### Routing congestion, run 1

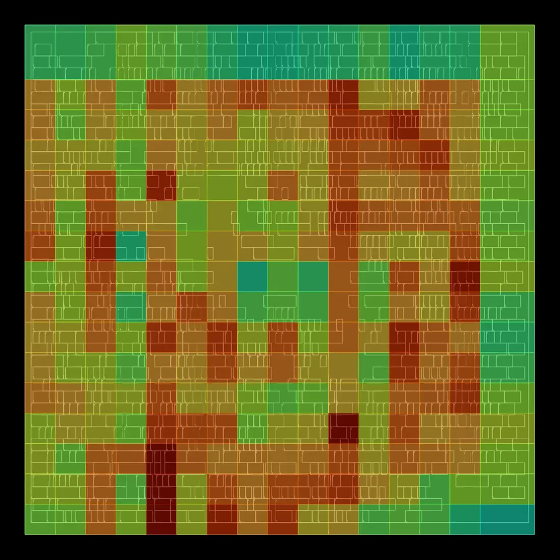
### Clock wires, drivers and flops, run 1

Scale bar: 20 um.
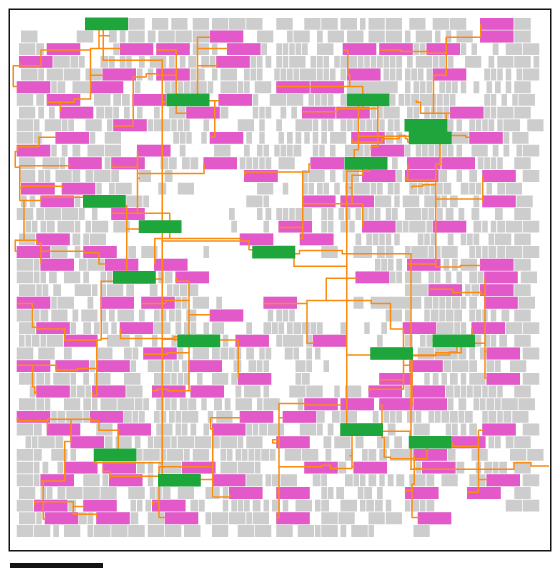
### Sequential cells grouped by signal name, run 1

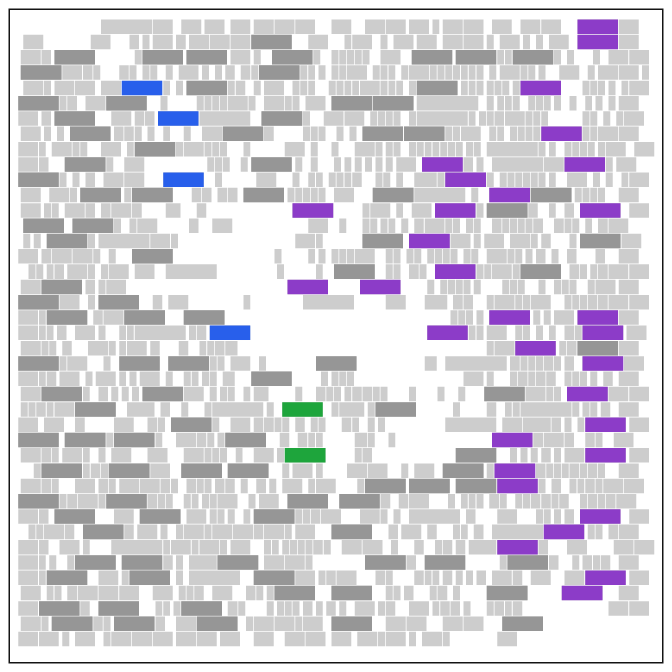
**config.mk**
```make
export PLATFORM = sky130hd
export DESIGN_NAME = alu_op_sequencer
export DESIGN_NICKNAME = d
export VERILOG_FILES = /design/src/rtl/alu_op_sequencer.sv
export SDC_FILE = /design/constraint.sdc
export NUM_CORES = 1
export LEC_CHECK = 0
export ABC_AREA = 1
export CORE_UTILIZATION = 44
export CTS_CLUSTER_SIZE = 10
export DETAILED_ROUTE_END_ITERATION = 6
export GPL_TIMING_DRIVEN = 0
export MAX_ROUTING_LAYER = met4
export PLACE_DENSITY = 0.87
export SETUP_SLACK_MARGIN = 0.02
export SYNTH_ARGS = -nofsm -noshare
export SYNTH_HDL_FRONTEND = slang
export SYNTH_SLANG_ARGS = --single-unit
```
**constraint.sdc**
```tcl
create_clock -name clk -period 4.1 [get_ports clk]
set_clock_uncertainty 0.2 [all_clocks]
set_input_delay 0.41 -clock clk [delete_from_list [all_inputs] [get_ports clk]]
set_output_delay 0.41 -clock clk [all_outputs]
set_load 0.02 [all_outputs]
```
**src/rtl/alu_op_sequencer.sv**
```systemverilog
// Multi-cycle control stage around the ALU: latches a request, enables the ALU
// for the operation's latency, then captures zHI/zLOW into the Z register pair.
module alu_op_sequencer #(
  parameter int DATA_W  = 32,
  parameter int MUL_LAT = 2,
  parameter int DIV_LAT = 1
) (
  input  logic              clk,
  input  logic              clr,
  input  logic              start,
  input  logic [3:0]        op,
  input  logic [DATA_W-1:0] busA,
  input  logic [DATA_W-1:0] busB,
  output logic [DATA_W-1:0] aluA,
  output logic [DATA_W-1:0] aluB,
  output logic [3:0]        aluCtrl,
  output logic              aluEn,
  input  logic [DATA_W-1:0] zHIin,
  input  logic [DATA_W-1:0] zLOWin,
  output logic [DATA_W-1:0] ZHI,
  output logic [DATA_W-1:0] ZLO,
  output logic              busy,
  output logic              done,
  output logic              divZero,
  output logic              badOp
);

  localparam int MAX_LAT = (MUL_LAT > DIV_LAT) ? MUL_LAT : DIV_LAT;
  localparam int CNT_W   = (MAX_LAT < 2) ? 1 : $clog2(MAX_LAT + 1);

  localparam logic [3:0] OP_MUL = 4'b0010;
  localparam logic [3:0] OP_DIV = 4'b0011;

  typedef enum logic [1:0] {IDLE = 2'd0, EXEC = 2'd1, DONE = 2'd2} state_t;

  state_t           state;
  logic [CNT_W-1:0] cnt;

  function automatic logic [CNT_W-1:0] lat_of(input logic [3:0] code);
    if (code == OP_MUL)      return CNT_W'(MUL_LAT);
    else if (code == OP_DIV) return CNT_W'(DIV_LAT);
    else                     return CNT_W'(1);
  endfunction

  function automatic logic is_bad(input logic [3:0] code);
    return code[3] & code[2];
  endfunction

  always_ff @(posedge clk) begin
    if (clr) begin
      state   <= IDLE;
      cnt     <= '0;
      aluA    <= '0;
      aluB    <= '0;
      aluCtrl <= '0;
      ZHI     <= '0;
      ZLO     <= '0;
      divZero <= 1'b0;
      badOp   <= 1'b0;
    end else begin
      case (state)
        IDLE: begin
          if (start) begin
            aluA    <= busA;
            aluB    <= busB;
            aluCtrl <= op;
            divZero <= 1'b0;
            badOp   <= 1'b0;
            if (is_bad(op)) begin
              badOp <= 1'b1;
              state <= DONE;
            end else if (op == OP_DIV && busB == '0) begin
              // Divide by zero never reaches the ALU; report a zeroed result.
              divZero <= 1'b1;
              ZHI     <= '0;
              ZLO     <= '0;
              state   <= DONE;
            end else begin
              cnt   <= lat_of(op);
              state <= EXEC;
            end
          end
        end
        EXEC: begin
          if (cnt == CNT_W'(1)) begin
            ZHI   <= zHIin;
            ZLO   <= zLOWin;
            state <= DONE;
          end else begin
            cnt <= cnt - CNT_W'(1);
          end
        end
        DONE:    state <= IDLE;
        default: state <= IDLE;
      endcase
    end
  end

  assign aluEn = (state == EXEC);
  assign busy  = (state != IDLE);
  assign done  = (state == DONE);

endmodule

```
==> CHANGELOG.md, run 1 <==
### Physical design

- Outcome: completed
- Setup TNS: 0 ns
- RSZ-0062 raised after global routing: false
- Area Overhead vs Synth: 61.5%
- Placeable Area: roughly 13,000 sq um
- Largest net degree at the start of global routing: 17
- R2R Path End: ZHI[0]
- Aoi share: 9.52%
- Final period utilization: between 70 and 80%
- CTS HTree Levels: 4
- Yosys stat chip area: around 5700 sq um
- Mapped Area: around 5700 sq um
- Cell count of the worst hold path: 2
- Reg-to-Reg Start: state[1]
- Starting DRC count in detailed routing: approximately 360
- Worst Path Required: roughly 3.5 ns
- Largest fanout on the critical path: 10
- Hold Path End: ZLO[23]
- R2R depth: 10
- XORs/XNORs by Area: 0%
- Worst R2R Setup Slack: roughly 1.9 ns
- Post-CTS setup buffers: 0
- CTS clk-pin slew, worst paths: 0.06 ns
- Maxcap violations: 0
- I/O pins: about 270
- Yosys cell count: around 860
- Fmax: between 0.3 and 0.4 GHz
- Max_slew headroom: 64.4%
- Share of post-route cells with drive strength above 1: around 4.1%
- Remaining global-route overflow: 0
- FP Rows: 41
- Pre-CTS setup slack: roughly 1.4 ns
- Simple share: between 30% and 40%
- Worst Max-Slew Pin Slew: 0.534 ns
- Fin. Hold Viols: 0
- Synth Area per Inst: ~6.6 sq um
- Fin crit period: ~3.0 ns
- Latency at later pin: 0.42 ns
- CTS max path bufs: 2
- Startpoint types: register
- Top logic family: simple AND/OR/NAND/NOR gates
- IO Port Bufs: ~270
- Leak: about 4 nW
- Netlist cell types: 19
- CTS Sinks: 138
- # setup viols final: 0
- DIE WIDTH: 116 um
- Post-synth regs: 138
- Post-CTS sizing: 0
- Cell count after synthesis: around 860
About 'Routing congestion':
GR peak layer: met2
total global-route track usage: 29.3%

About 'Clock wires, drivers and flops':
legend:
  magenta:
    item: flip-flops
    count: 138
  orange:
    item: clock wires
    length: 1,760 um
  green:
    item: cells driving clock nets
    count: 17
flops lie: all over the die

About 'Sequential cells grouped by signal name':
legend:
  blue:
    name_in_the_netlist: aluCtrl
    placed_flops: 4
    where: upper left
  purple:
    name_in_the_netlist: ZLO
    placed_flops: 32
  green:
    name_in_the_netlist: state
    placed_flops: 2
not coloured: 100
Register Area: 2760 sq um
Finished Core Util: 73.0%
register share of the cell area: 30.0%
seq pwr: 0.00151 W

run 1: critical path, stage by stage (launching register included):
cell and delay [ns]:
dfxtp_1 0.32, inv_2 0.07, nand2_1 0.27, inv_2 0.24
clkbuf_1 0.36, clkdlybuf4s50_1 0.69
run 1: power by group:
part / internal, W / switching, W
clock network: 0.000950 / 0.000564
logic: 0.000391 / 0.000469
registers: 0.00145 / 0.0000563
total: 0.00279 / 0.00109
run 1: registers in the layout, indices dropped and copies added, names as in the netlist:
| signal | count |
|---|---|
| ZHI | 32 |
| ZLO | 32 |
| aluA | 32 |
| aluB | 32 |
| aluCtrl | 4 |
| badOp | 1 |
| cnt | 2 |
| divZero | 1 |
| state | 2 |
run 1: stage by stage:
step | area (sq um) | hold WS, ns | instances | power, W
after floorplan | 5700 | 0.282 | 860 | 0.00194
after global placement | 8630 | 0.260 | 1303 | 0.00237
after detailed placement | 8630 | 0.269 | 1303 | 0.00238
after CTS | 9210 | 0.284 | 1334 | 0.00390
after global routing | 9210 | 0.311 | 1334 | 0.00404
final | 9210 | 0.281 | 1334 | 0.00388
run 1: layout make-up:
class                           count  area [sq um]
Clock buffer                       23           488
Buffer                             54           233
Fill cell                        1021          3410
Timing Repair Buffer              271          2710
Inverter                           77           289
Tap cell                          172           215
Clock inverter                      8          92.6
Sequential cell                   138          2760
Multi-Input combinational cell    591          2420
run 1: Yosys cell counts (all sizes together):
cell / count
inv: 76
nand4: 1
dfxtp: 138
ha: 1
o21ai: 71
clkbuf: 36
a21oi: 36
nor2: 290
nand3: 34
a211oi: 1
buf: 18
nand2: 156
clkinv: 1
nor3: 1
run 1: logic make-up (layout without fill, tap and decap cells):
logic type | Yosys count | after routing
simple gates | 482 | 482
flops | 138 | 138
buf+inv | 131 | 433
compound gates | 108 | 108
fa+ha+maj | 1 | 1
run 1: worst max-delay path by stage:
stage                     slack, ns  cells past startpoint       to
after floorplan                2.28                     12   ZHI[0]
after CTS                      1.06                      5    aluEn
after global routing           0.90                      5    aluEn
after detailed placement       1.43                     12  ZHI[21]
after global placement         1.45                     12  ZHI[21]
final                          1.12                      5    aluEn
run 1: per-layer routing:
metal,wire length [um],vias to the layer above,global-route usage [%]
met5,0,-,-
met4,426,0,11.6
met3,1440,29,7.69
met2,9600,259,51.8
met1,7650,2896,30.9
li1,-,3208,-
### Pin map, run 1

Pins as bars across the die edge, other pins in grey.
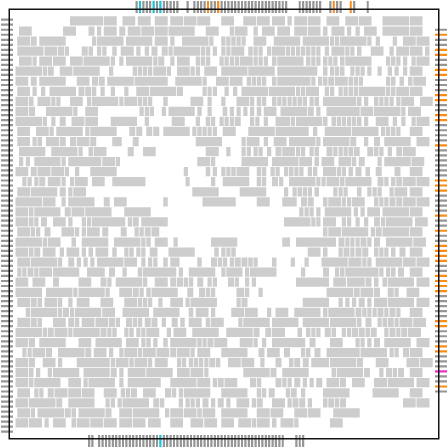

--- run 2 (diff from run 1) ---
Settings changed: CORE_UTILIZATION 44 to 37, PLACE_DENSITY 0.87 to 0.78.
Clock period 4.1 ns to 2.41 ns, I/O delays scaled along.
### Pin map, run 2

Pins as bars across the die edge, other pins in grey.
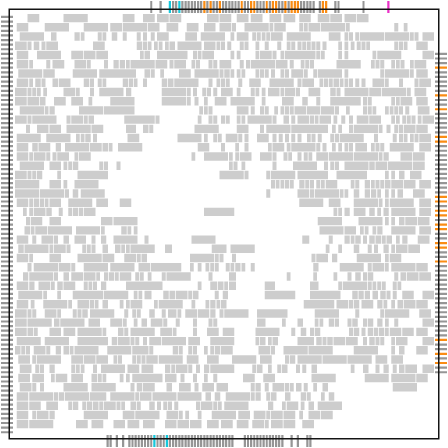
legend:
  orange:
    port: zLOWin
    pins: 32
    direction: input
    edge: 17 right, 15 top
  magenta:
    port: clk
    pins: 1
    direction: input
    edge: top
  cyan:
    port: op
    pins: 4
    direction: input
    edge: 2 top, 2 bottom
all pins by edge: 91 left, 70 right, 56 top, 55 bottom
die height: 126 um
DIE WIDTH: 126 um
IO Port Bufs: 271

==> run 2 against run 1 <==
Compared with the run above: first-iteration DRC count shrank 27%; non-clock buffer count shrank 1; wire length shrank 4.2%; area after synthesis is the same; power grew 73%; synthesized cell count is the same; largest power group is now the clock network.
==> CHANGELOG.md, run 2 <==
### Physical design

- Worst path max stage delay: 0.63 ns (-0.06 ns)
- Worst Max-Slew Pin Slew: 0.576 ns (+0.0420 ns)
- Count of library flops with an enable pin: 0 (unchanged)
- CTS max path bufs: 2 (unchanged)
- Routed length on met3: 1.54 mm (+6.7%)
- Post-CTS setup buffers: 0 (unchanged)
- Final nets: between 1,000 and 1,500
- Fmax: between 0.4 and 0.5 GHz
- I/O pins: 272 (unchanged)
- Synth Area per Inst: 6.63 sq um (unchanged)
- Critical path depth: 3 (-2)
- Met1 wire length: 7.72 mm (+0.91%)
- CP max-delay cell: clkdlybuf4s50_1
- Cells along the critical path: nand2_2, inv_4, clkdlybuf4s50_1
- Cell count of the worst hold path: 3 (+1)
- CTS clk-pin slew, worst paths: 0.06 ns (about the same)
- Share of post-route cells with drive strength above 1: 4.31% (+0.18 points)
- Post-CTS sizing: 2 (+2)
- Synth Warn #: 0
- Max_slew headroom: 61.6% (-2.8 points)
- Placeable Area: 15,100 sq um (+20%)
- Met2 routed WL: 8.72 mm (-9.1%)
- Netlist cell types: 19 (unchanged)
- Uppermost routed layer: met4
- Total global-route track usage: 24.0% (-5.2 points)
- RePlAce Congestion: about 0.85
- FP Rows: 45 (+9.8%)
- CTS Sinks: 138 (unchanged)
- Fin. Hold Viols: 0 (unchanged)
- Top_reg_cell synth: dfxtp_1
- CTS HTree Levels: 4 (unchanged)
- Top post-synthesis cells by count: nor2_1, nand2_1, dfxtp_1
- Outcome: completed
- Yosys cell count: 860 (unchanged)
- Yosys stat chip area: 5700 sq um (unchanged)
- Mapped Area: 5700 sq um (unchanged)
- Largest fanout on the critical path: 17 (+7)
- Area Overhead vs Synth: 62.4%
- R2R depth: 7 (-3)
- Cell count after synthesis: 860 (unchanged)
- Remaining global-route overflow: 0 (unchanged)
- Worst Path Required: 1.97 ns (-1.52 ns)
- Post-synth regs: 138 (unchanged)
- Fin crit period: about 2.3 ns
- Initial antenna violation count: 0
- Startpoint types: register
- Maxcap violations: 0 (unchanged)
- Starting DRC count in detailed routing: 258 (-27%)
- Floorplan core density: a little under two fifths
- # setup viols final: 0 (unchanged)
- Final period utilization: 95.3%
- Post-synth top area cell: dfxtp_1
- Cell area after layout: 9260 sq um (+0.57%)
- Leak: 4.12 nW (+0.14%)
### Sequential cells grouped by signal name, run 2

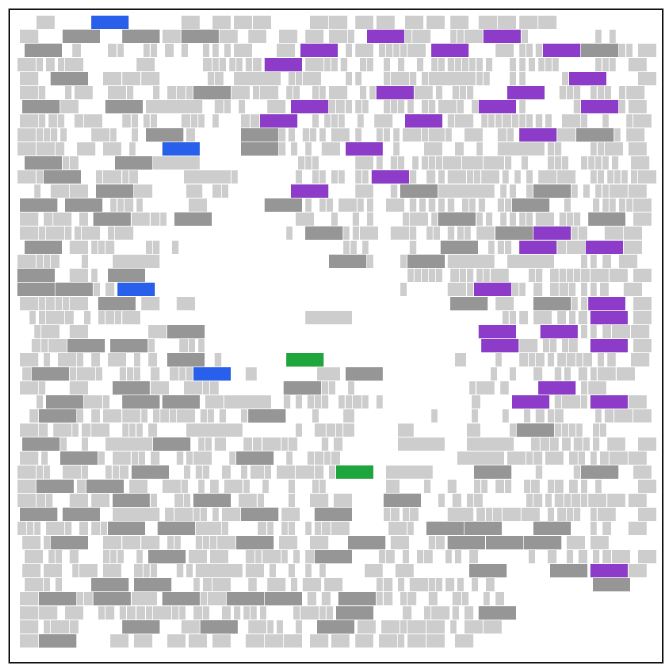
legend:
  purple:
    name_in_the_netlist: ZLO
    placed_flops: 32
  blue:
    name_in_the_netlist: aluCtrl
    placed_flops: 4
  green:
    name_in_the_netlist: state
    placed_flops: 2
not coloured: 100
register share of the cell area: 29.8%
seq pwr: 0.00256 W
Finished Core Util: 61.2%

==> run 2: cell counts after synthesis <==
No cell type changed its count.
==> run 2: tightest hold or removal path, cell delays in order <==
cell             delay [ns]
clkdlybuf4s50_1        0.40
inv_1                  0.07
a21oi_1                0.05
==> run 2: metal layers <==
metal	up-vias	track usage, %
met1	2743	26.7
met2	221	40.4
met5	-	-
met4	0	9.00
met3	24	7.52
li1	3204	-
==> run 2: path summary, 6_finish.rpt <==
kind	slack, ns	endpoint	from
worst max-delay path	0.11	aluEn	state[0]
worst min-delay path	0.19	aluB[29]	busB[29]
worst max register to register	0.31	aluB[4]	state[0]
worst min register to register	0.28	ZLO[9]	ZLO[9]
==> run 2: area by class of cell <==
type / count / area (sq um)
fill: 1384 / 5880
sequential: 138 / 2760
timing repair buffer: 271 / 2710
multi-input combinational: 591 / 2420
clock buffer: 21 / 470
inverter: 77 / 292
tap: 188 / 235
buffer: 53 / 229
clock inverter: 10 / 141
==> run 2: kinds of logic after synthesis <==
group,after synthesis,share of synthesized area [%]
AND/OR/NAND/NOR,482,32.7
flip-flops,138,48.4
buffers and inverters,131,9.15
AND-OR/OR-AND,108,9.52
adder cells (fa/ha/maj),1,0.219
==> run 2: stage by stage <==
stage / total power, W / TNS [ns] / hold slack (ns) / worst slack, ns
floorplan: 0.00330 / 0 / 0.113 / 0.729
detailed placement: 0.00406 / -4.03 / 0.267 / -0.133
global placement: 0.00404 / -4.46 / 0.261 / -0.159
CTS: 0.00677 / 0 / 0.179 / 0.0740
global route: 0.00703 / 0 / 0.191 / 0.0260
finish: 0.00672 / 0 / 0.194 / 0.113
==> run 2: power by group <==
part | internal (W) | switching, W | total, W
Sequential | 0.00247 | 0.0000923 | 0.00256
Combinational | 0.000666 | 0.000785 | 0.00145
Clock | 0.00171 | 0.00100 | 0.00271
Total | 0.00484 | 0.00188 | 0.00672
No activity file was given, so power comes from the tool's default toggle rates.
